### src/rtl/cpu_types_pkg.sv
// cpu_types_pkg: shared CPU word, pipe-state command and fetch FSM encodings.
// Revision 1.0
`default_nettype none
package cpu_types_pkg;
    typedef logic [31:0] word_t;

    typedef enum logic [1:0] {
        PIPE_ENABLE = 2'd0,
        PIPE_STALL  = 2'd1,
        PIPE_NOP    = 2'd2
    } pipe_state_t;

    typedef logic [1:0] fetch_state_t;
    localparam fetch_state_t FETCH  = 2'd0;
    localparam fetch_state_t HOLD   = 2'd1;
    localparam fetch_state_t HALTED = 2'd2;

    localparam word_t NOP_INSTR = 32'h0;
endpackage
`default_nettype wire

### src/rtl/fetch_stage_if.sv
// fetch_stage_if: instruction-cache request/response bus between fetch and icache.
// Revision 1.0
`default_nettype none
interface fetch_stage_if;
    import cpu_types_pkg::*;
    logic  iREN;
    word_t iaddr;
    logic  ihit;
    word_t iload;

    modport master (output iREN, output iaddr, input ihit, input iload);
    modport slave  (input iREN, input iaddr, output ihit, output iload);
endinterface
`default_nettype wire

### src/rtl/branch_target_buffer.sv
// branch_target_buffer: direct-mapped BTB, combinational lookup, clocked update.
// Revision 1.0
`default_nettype none
module branch_target_buffer
    import cpu_types_pkg::*;
#(
    parameter int BTB_ENTRIES = 16
) (
    input  wire logic  CLK,
    input  wire logic  nRST,
    input  wire word_t lookup_pc,
    output logic       hit,
    output word_t      target,
    input  wire logic  update,
    input  wire word_t update_pc,
    input  wire word_t update_target
);
    localparam int IDXW = $clog2(BTB_ENTRIES);
    localparam int TAGW = 30 - IDXW;

    logic [BTB_ENTRIES-1:0] valid_q;
    logic [TAGW-1:0]        tag_q    [BTB_ENTRIES];
    word_t                  target_q [BTB_ENTRIES];

    logic [IDXW-1:0] rd_idx, wr_idx;
    logic [TAGW-1:0] rd_tag, wr_tag;

    assign rd_idx = lookup_pc[IDXW+1:2];
    assign rd_tag = lookup_pc[31:IDXW+2];
    assign wr_idx = update_pc[IDXW+1:2];
    assign wr_tag = update_pc[31:IDXW+2];

    // Reads see pre-edge contents, so a same-cycle write returns the old entry.
    assign hit    = valid_q[rd_idx] && (tag_q[rd_idx] == rd_tag);
    assign target = target_q[rd_idx];

    wire logic unused_lookup_lsb = ^{lookup_pc[1:0], update_pc[1:0]};

    always_ff @(posedge CLK or negedge nRST) begin
        if (!nRST) begin
            valid_q <= '0;
        end else if (update) begin
            valid_q[wr_idx] <= 1'b1;
        end
    end

    always_ff @(posedge CLK) begin
        if (update) begin
            tag_q[wr_idx]    <= wr_tag;
            target_q[wr_idx] <= update_target;
        end
    end
endmodule
`default_nettype wire

### src/rtl/fetch_stage.sv
// fetch_stage: PC register, icache handshake and fetch/decode latch; optional BTB under FETCH_BTB_EN.
// Revision 1.0
`default_nettype none
module fetch_stage
    import cpu_types_pkg::*;
#(
    parameter word_t PC_RESET    = 32'h0,
    parameter int    BTB_ENTRIES = 16
) (
    input  wire logic        CLK,
    input  wire logic        nRST,
    input  pipe_state_t      fd_state,
    fetch_stage_if.master    ibus,
    input  wire logic        redirect_en,
    input  wire word_t       redirect_pc,
    input  wire logic        halt,
    input  wire logic        bt_update,
    input  wire word_t       bt_pc,
    input  wire word_t       bt_target,
    output word_t            d_instr,
    output word_t            d_pc4,
    output logic             d_pred_taken
);
    fetch_state_t state_q, state_d;
    word_t        pc_q, pc_d;
    word_t        buf_q, buf_d;
    word_t        instr_q, instr_d;
    word_t        pc4_q, pc4_d;
    logic         pred_q, pred_d;

    logic  btb_hit;
    word_t btb_target;
    word_t pc_plus4;
    word_t next_pc;

`ifdef FETCH_BTB_EN
    branch_target_buffer #(
        .BTB_ENTRIES (BTB_ENTRIES)
    ) u_btb (
        .CLK           (CLK),
        .nRST          (nRST),
        .lookup_pc     (pc_q),
        .hit           (btb_hit),
        .target        (btb_target),
        .update        (bt_update),
        .update_pc     (bt_pc),
        .update_target (bt_target)
    );
`else
    assign btb_hit    = 1'b0;
    assign btb_target = '0;
    wire logic unused_bt = ^{bt_update, bt_pc, bt_target};
`endif

    assign pc_plus4 = pc_q + 32'd4;
    assign next_pc  = btb_hit ? btb_target : pc_plus4;

    assign ibus.iREN    = (state_q == FETCH);
    assign ibus.iaddr   = pc_q;
    assign d_instr      = instr_q;
    assign d_pc4        = pc4_q;
    assign d_pred_taken = pred_q;

    always_comb begin
        state_d = state_q;
        pc_d    = pc_q;
        buf_d   = buf_q;
        instr_d = instr_q;
        pc4_d   = pc4_q;
        pred_d  = pred_q;

        if (halt) begin
            instr_d = NOP_INSTR;
            pc4_d   = '0;
            pred_d  = 1'b0;
            state_d = HALTED;
        end else if (state_q == HALTED) begin
            state_d = HALTED;
        end else if (redirect_en) begin
            // Any instruction arriving this cycle belongs to the wrong path.
            pc_d    = redirect_pc;
            buf_d   = NOP_INSTR;
            instr_d = NOP_INSTR;
            pc4_d   = '0;
            pred_d  = 1'b0;
            state_d = FETCH;
        end else begin
            case (fd_state)
                PIPE_NOP: begin
                    instr_d = NOP_INSTR;
                    pc4_d   = '0;
                    pred_d  = 1'b0;
                end
                PIPE_STALL: begin
                    if (state_q == FETCH && ibus.ihit) begin
                        buf_d   = ibus.iload;
                        state_d = HOLD;
                    end
                end
                PIPE_ENABLE: begin
                    if (state_q == HOLD) begin
                        instr_d = buf_q;
                        pc4_d   = pc_plus4;
                        pred_d  = btb_hit;
                        pc_d    = next_pc;
                        state_d = FETCH;
                    end else if (ibus.ihit) begin
                        instr_d = ibus.iload;
                        pc4_d   = pc_plus4;
                        pred_d  = btb_hit;
                        pc_d    = next_pc;
                    end else begin
                        instr_d = NOP_INSTR;
                        pc4_d   = '0;
                        pred_d  = 1'b0;
                    end
                end
                default: ;
            endcase
        end
    end

    always_ff @(posedge CLK or negedge nRST) begin
        if (!nRST) begin
            state_q <= FETCH;
            pc_q    <= PC_RESET;
            buf_q   <= NOP_INSTR;
            instr_q <= NOP_INSTR;
            pc4_q   <= '0;
            pred_q  <= 1'b0;
        end else begin
            state_q <= state_d;
            pc_q    <= pc_d;
            buf_q   <= buf_d;
            instr_q <= instr_d;
            pc4_q   <= pc4_d;
            pred_q  <= pred_d;
        end
    end
endmodule
`default_nettype wire

### src/flat_wrapper.sv
// flat-port wrapper written by rule: the top's interface ports become plain ports
module fetch_stage_flat import cpu_types_pkg::*;
#(
    parameter word_t PC_RESET    = 32'h0,
    parameter int    BTB_ENTRIES = 16
)
  (CLK, nRST, fd_state, redirect_en, redirect_pc, halt, bt_update, bt_pc, bt_target, d_instr, d_pc4, d_pred_taken, ibus_iREN, ibus_iaddr, ibus_ihit, ibus_iload);
  fetch_stage_if ibus_i ();
  input  wire logic CLK;
  input  wire logic nRST;
  input  pipe_state_t fd_state;
  input  wire logic redirect_en;
  input  wire word_t redirect_pc;
  input  wire logic halt;
  input  wire logic bt_update;
  input  wire word_t bt_pc;
  input  wire word_t bt_target;
  output word_t d_instr;
  output word_t d_pc4;
  output logic d_pred_taken;
  output wire logic [$bits(ibus_i.iREN)-1:0] ibus_iREN;
  output wire logic [$bits(ibus_i.iaddr)-1:0] ibus_iaddr;
  input wire logic [$bits(ibus_i.ihit)-1:0] ibus_ihit;
  input wire logic [$bits(ibus_i.iload)-1:0] ibus_iload;
  assign ibus_iREN = ibus_i.iREN;
  assign ibus_iaddr = ibus_i.iaddr;
  assign ibus_i.ihit = ibus_ihit;
  assign ibus_i.iload = ibus_iload;
  fetch_stage #(.PC_RESET(PC_RESET), .BTB_ENTRIES(BTB_ENTRIES)) u_core (.CLK(CLK), .nRST(nRST), .fd_state(fd_state), .ibus(ibus_i), .redirect_en(redirect_en), .redirect_pc(redirect_pc), .halt(halt), .bt_update(bt_update), .bt_pc(bt_pc), .bt_target(bt_target), .d_instr(d_instr), .d_pc4(d_pc4), .d_pred_taken(d_pred_taken));
endmodule
### config.mk
export PLATFORM = sky130hd
export DESIGN_NAME = fetch_stage_flat
export DESIGN_NICKNAME = d
export VERILOG_FILES = /design/src/rtl/cpu_types_pkg.sv /design/src/rtl/fetch_stage_if.sv /design/src/rtl/branch_target_buffer.sv /design/src/rtl/fetch_stage.sv /design/src/flat_wrapper.sv
export SDC_FILE = /design/constraint.sdc
export NUM_CORES = 1
export LEC_CHECK = 0
export ABC_CLOCK_PERIOD_IN_PS = 2000
export CORE_MARGIN = 4
export CORE_UTILIZATION = 57
export CTS_BUF_LIST = sky130_fd_sc_hd__clkbuf_16
export DETAILED_ROUTE_END_ITERATION = 12
export DONT_BUFFER_PORTS = 1
export GPL_ROUTABILITY_DRIVEN = 0
export GPL_TIMING_DRIVEN = 1
export PLACE_DENSITY_LB_ADDON = 0.05
export REMOVE_ABC_BUFFERS = 1
export SLEW_MARGIN = 30
export SYNTH_ARGS = -nofsm -noshare
export SYNTH_HDL_FRONTEND = slang
export SYNTH_HIERARCHICAL = 1
export SYNTH_SLANG_ARGS = --single-unit
### constraint.sdc
create_clock -name CLK -period 2 [get_ports CLK]
set_input_delay 0.5 -clock CLK [delete_from_list [all_inputs] [get_ports CLK]]
set_output_delay 0.5 -clock CLK [all_outputs]
set_load 0.01 [all_outputs]
Clock routing:
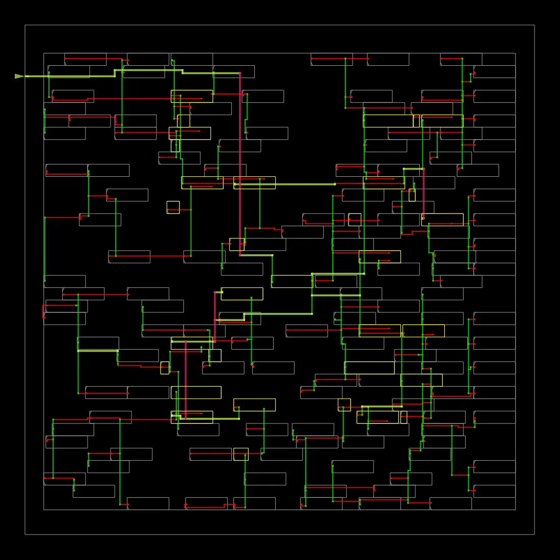
Worst Clk Skew: 0.01103 ns
clk pwr: 3.10 mW
Clock buffer cells: 17

The metal 3 layer:
Scale: 2 px per um.
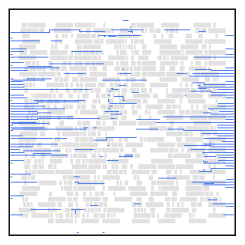
main direction	horizontal
share of all routed wire	9.9%
longest straight run	39.8 um
nets with wire on the layer	131
wire length on this layer	1700 um

Metal layers overlaid:
Scale: 3 px per um.
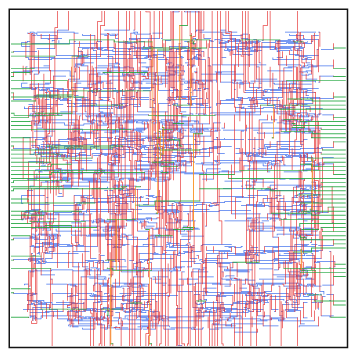
color	layer	wire length
green	metal 3	1700 um
blue	metal 1	6760 um
orange	metal 4	339 um
red	metal 2	8340 um
vias after detailed routing: 5155
global router's overall resource usage: 27.54%
WL per Instance: 21.40 um
total detailed-routing wirelength: 17140 um

Floorplan with the power grid:
Scale: 3 px per um. Pins as bars on the die edge. Tap cells in gray.
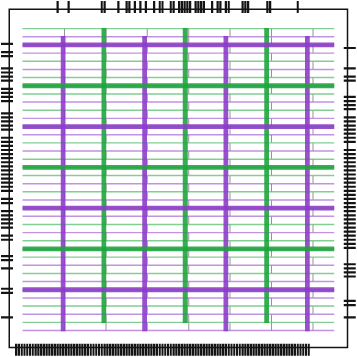
color	net
green	VDD
purple	VSS
tap cells	136
rows	37
met4 straps	7

Met2 routing:
Scale: 2 px per um.
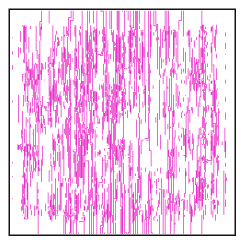
main direction	vertical
wire length on this layer	8340 um
share of all routed wire	49%
nets with wire on the layer	616
longest straight run	49.1 um

==> impl_metrics.yaml <==
# implementation run metrics
final_timing:
  worst_hold_margin_ns: -0.2174
  layout_worst_path_cycle_share_pct: 97.66
  worst_slew_margin_relative_to_its_limit_pct: 37.19
  report.final.hold_viol_count: 130
  finalMaxSlewViolations: 0
worst_setup_path:
  start_kind: "register"
  timing.critical_path.required_ns: 2.26
  critical_path.top_delay_family: "AND-OR/OR-AND gates"
  reg2reg_setup_slack_ns: 0.05
  crit_path_start: "u_core/state_q[0]$_DFFE_PN0P_"
synthesis:
  synthDistinctLibCells: 62
  post_synthesis_chip_area_from_yosys_sq_um: 6200
  yosys.stat.seqShare_pct: 52.47
  post_synth_top_area_share_pct: 52.47
  synth.yosys.warnings: 6
  top_area_cell: "dfrtp_1"
die:
  boundaryPins: 234
  core_area_sq_um: 10460
status:
  violations: "negative hold slack"
  status: "finished with violations"
clocking:
  clkSlewWorstSetupHoldPaths_ns: 0.06
  clock_path_buffers: 2
  htree_num_levels: 4
global_routing:
  gr-total-overflow: 0
  grt_pass1_vias: 5237
  grt_pass1_wl_um: 27900
hold_path:
  min-delay-path-class: "input pin to async pin"
flow_run:
  maxCapViolCount: 0
-- final timing paths --
kind | endpoint | depth (start not counted)
hold reg to reg | u_core/buf_q[30]$_DFFE_PN0P_ | 1
min in group CLK | u_core/state_q[0]$_DFFE_PN0P_ | 1
setup reg to reg | u_core/d_instr[2]$_DFFE_PN0P_ | 7
hold / removal | u_core/buf_q[8]$_DFFE_PN0P_ | 0
setup / recovery | u_core/d_instr[2]$_DFFE_PN0P_ | 7
max in group asynchronous | u_core/d_pc4[30]$_DFFE_PN0P_ | 0
-- metrics by stage --
stage	instance area (sq um)	hold slack, ns	std cells	utilization [%]
after floorplan	6006	0.2044	580	-
after global placement	6625	0.2075	766	63.32
after detailed placement	6630	0.2076	766	63.37
after CTS	7228	-0.2271	799	69.09
after global routing	7272	-0.2459	801	69.50
final	7272	-0.2174	801	69.50
-- sequential cells by signal, indices dropped and copies added, names as in the netlist --
signal / count
u_core/buf_q: 32
u_core/d_pc4: 32
u_core/ibus.iaddr: 32
u_core/state_q: 2
u_core/d_instr: 32
-- layout make-up --
class	count	area [sq um]	share of cell area, %
multi-input combinational	446	2790	38.37
sequential	130	3253	44.74
tap	136	170.2	2.340
timing repair buffer	52	447.9	6.160
clock inverter	15	166.4	2.288
inverter	5	18.77	0.2581
clock buffer	17	425.4	5.850
-- power breakdown --
| group | total (mW) | switching [mW] | internal, mW |
|---|---|---|---|
| Clock | 3.10 | 1.16 | 1.95 |
| Sequential | 2.75 | 0.0566 | 2.69 |
| Combinational | 0.459 | 0.265 | 0.194 |
| Total | 6.31 | 1.48 | 4.83 |
-- placed cells by master, fill, tap and decap left out, types with 4 or more instances in the layout --
cell        instances
and3_1             13
nand4_1             7
and2_1              5
nand3_1            26
xnor2_1            12
nor3_1              8
nor2_1             26
a21oi_1            20
o21ai_0            68
a22o_1             34
clkbuf_16          17
dfrtp_1           130
nand2_1            81
a22oi_1            44
buf_4              46
inv_1               4
o21ai_1            13
buf_12              4
xor2_1             12
ha_1                4
clkinvlp_4          5
-- layer usage --
layer | up-vias | global-route usage (%) | part of all wire [%]
li1 | 2342 | - | -
met1 | 2559 | 34.26 | 39
met2 | 223 | 44.34 | 49
met3 | 31 | 10.30 | 9.9
met4 | 0 | 9.776 | 2.0
met5 | - | 0 | 0
-- worst reg2reg max path, cell delays in order (launching register included) --
cell     delay, ns
dfrtp_1       0.37
inv_1         0.08
ha_1          0.22
a21oi_1       0.45
nor2_4        0.26
buf_12        0.24
nand2_1       0.09
o21ai_0       0.10
-- cells by family (layout without fill, tap and decap cells) --
family                   Yosys count  count (layout)  share of synthesized area, %
AND/OR/NAND/NOR                  200             201                         16.57
buffers and inverters             54              89                         3.431
multiplexers                       5               5                        0.8476
XOR/XNOR                          24              24                         3.390
flip-flops                       130             130                         52.47
AND-OR/OR-AND                    211             211                         22.42
adder cells (fa/ha/maj)            4               4                        0.8073
other                              1               1                       0.06049
-- what timing repair did --
action,CTS,global route
pin swaps,2,2
cloned,1,0
hold endpoints to repair,130,130
resized,0,9
setup endpoints to repair,30,59
buffers inserted,0,2
Power and IR drop assume default switching activity.
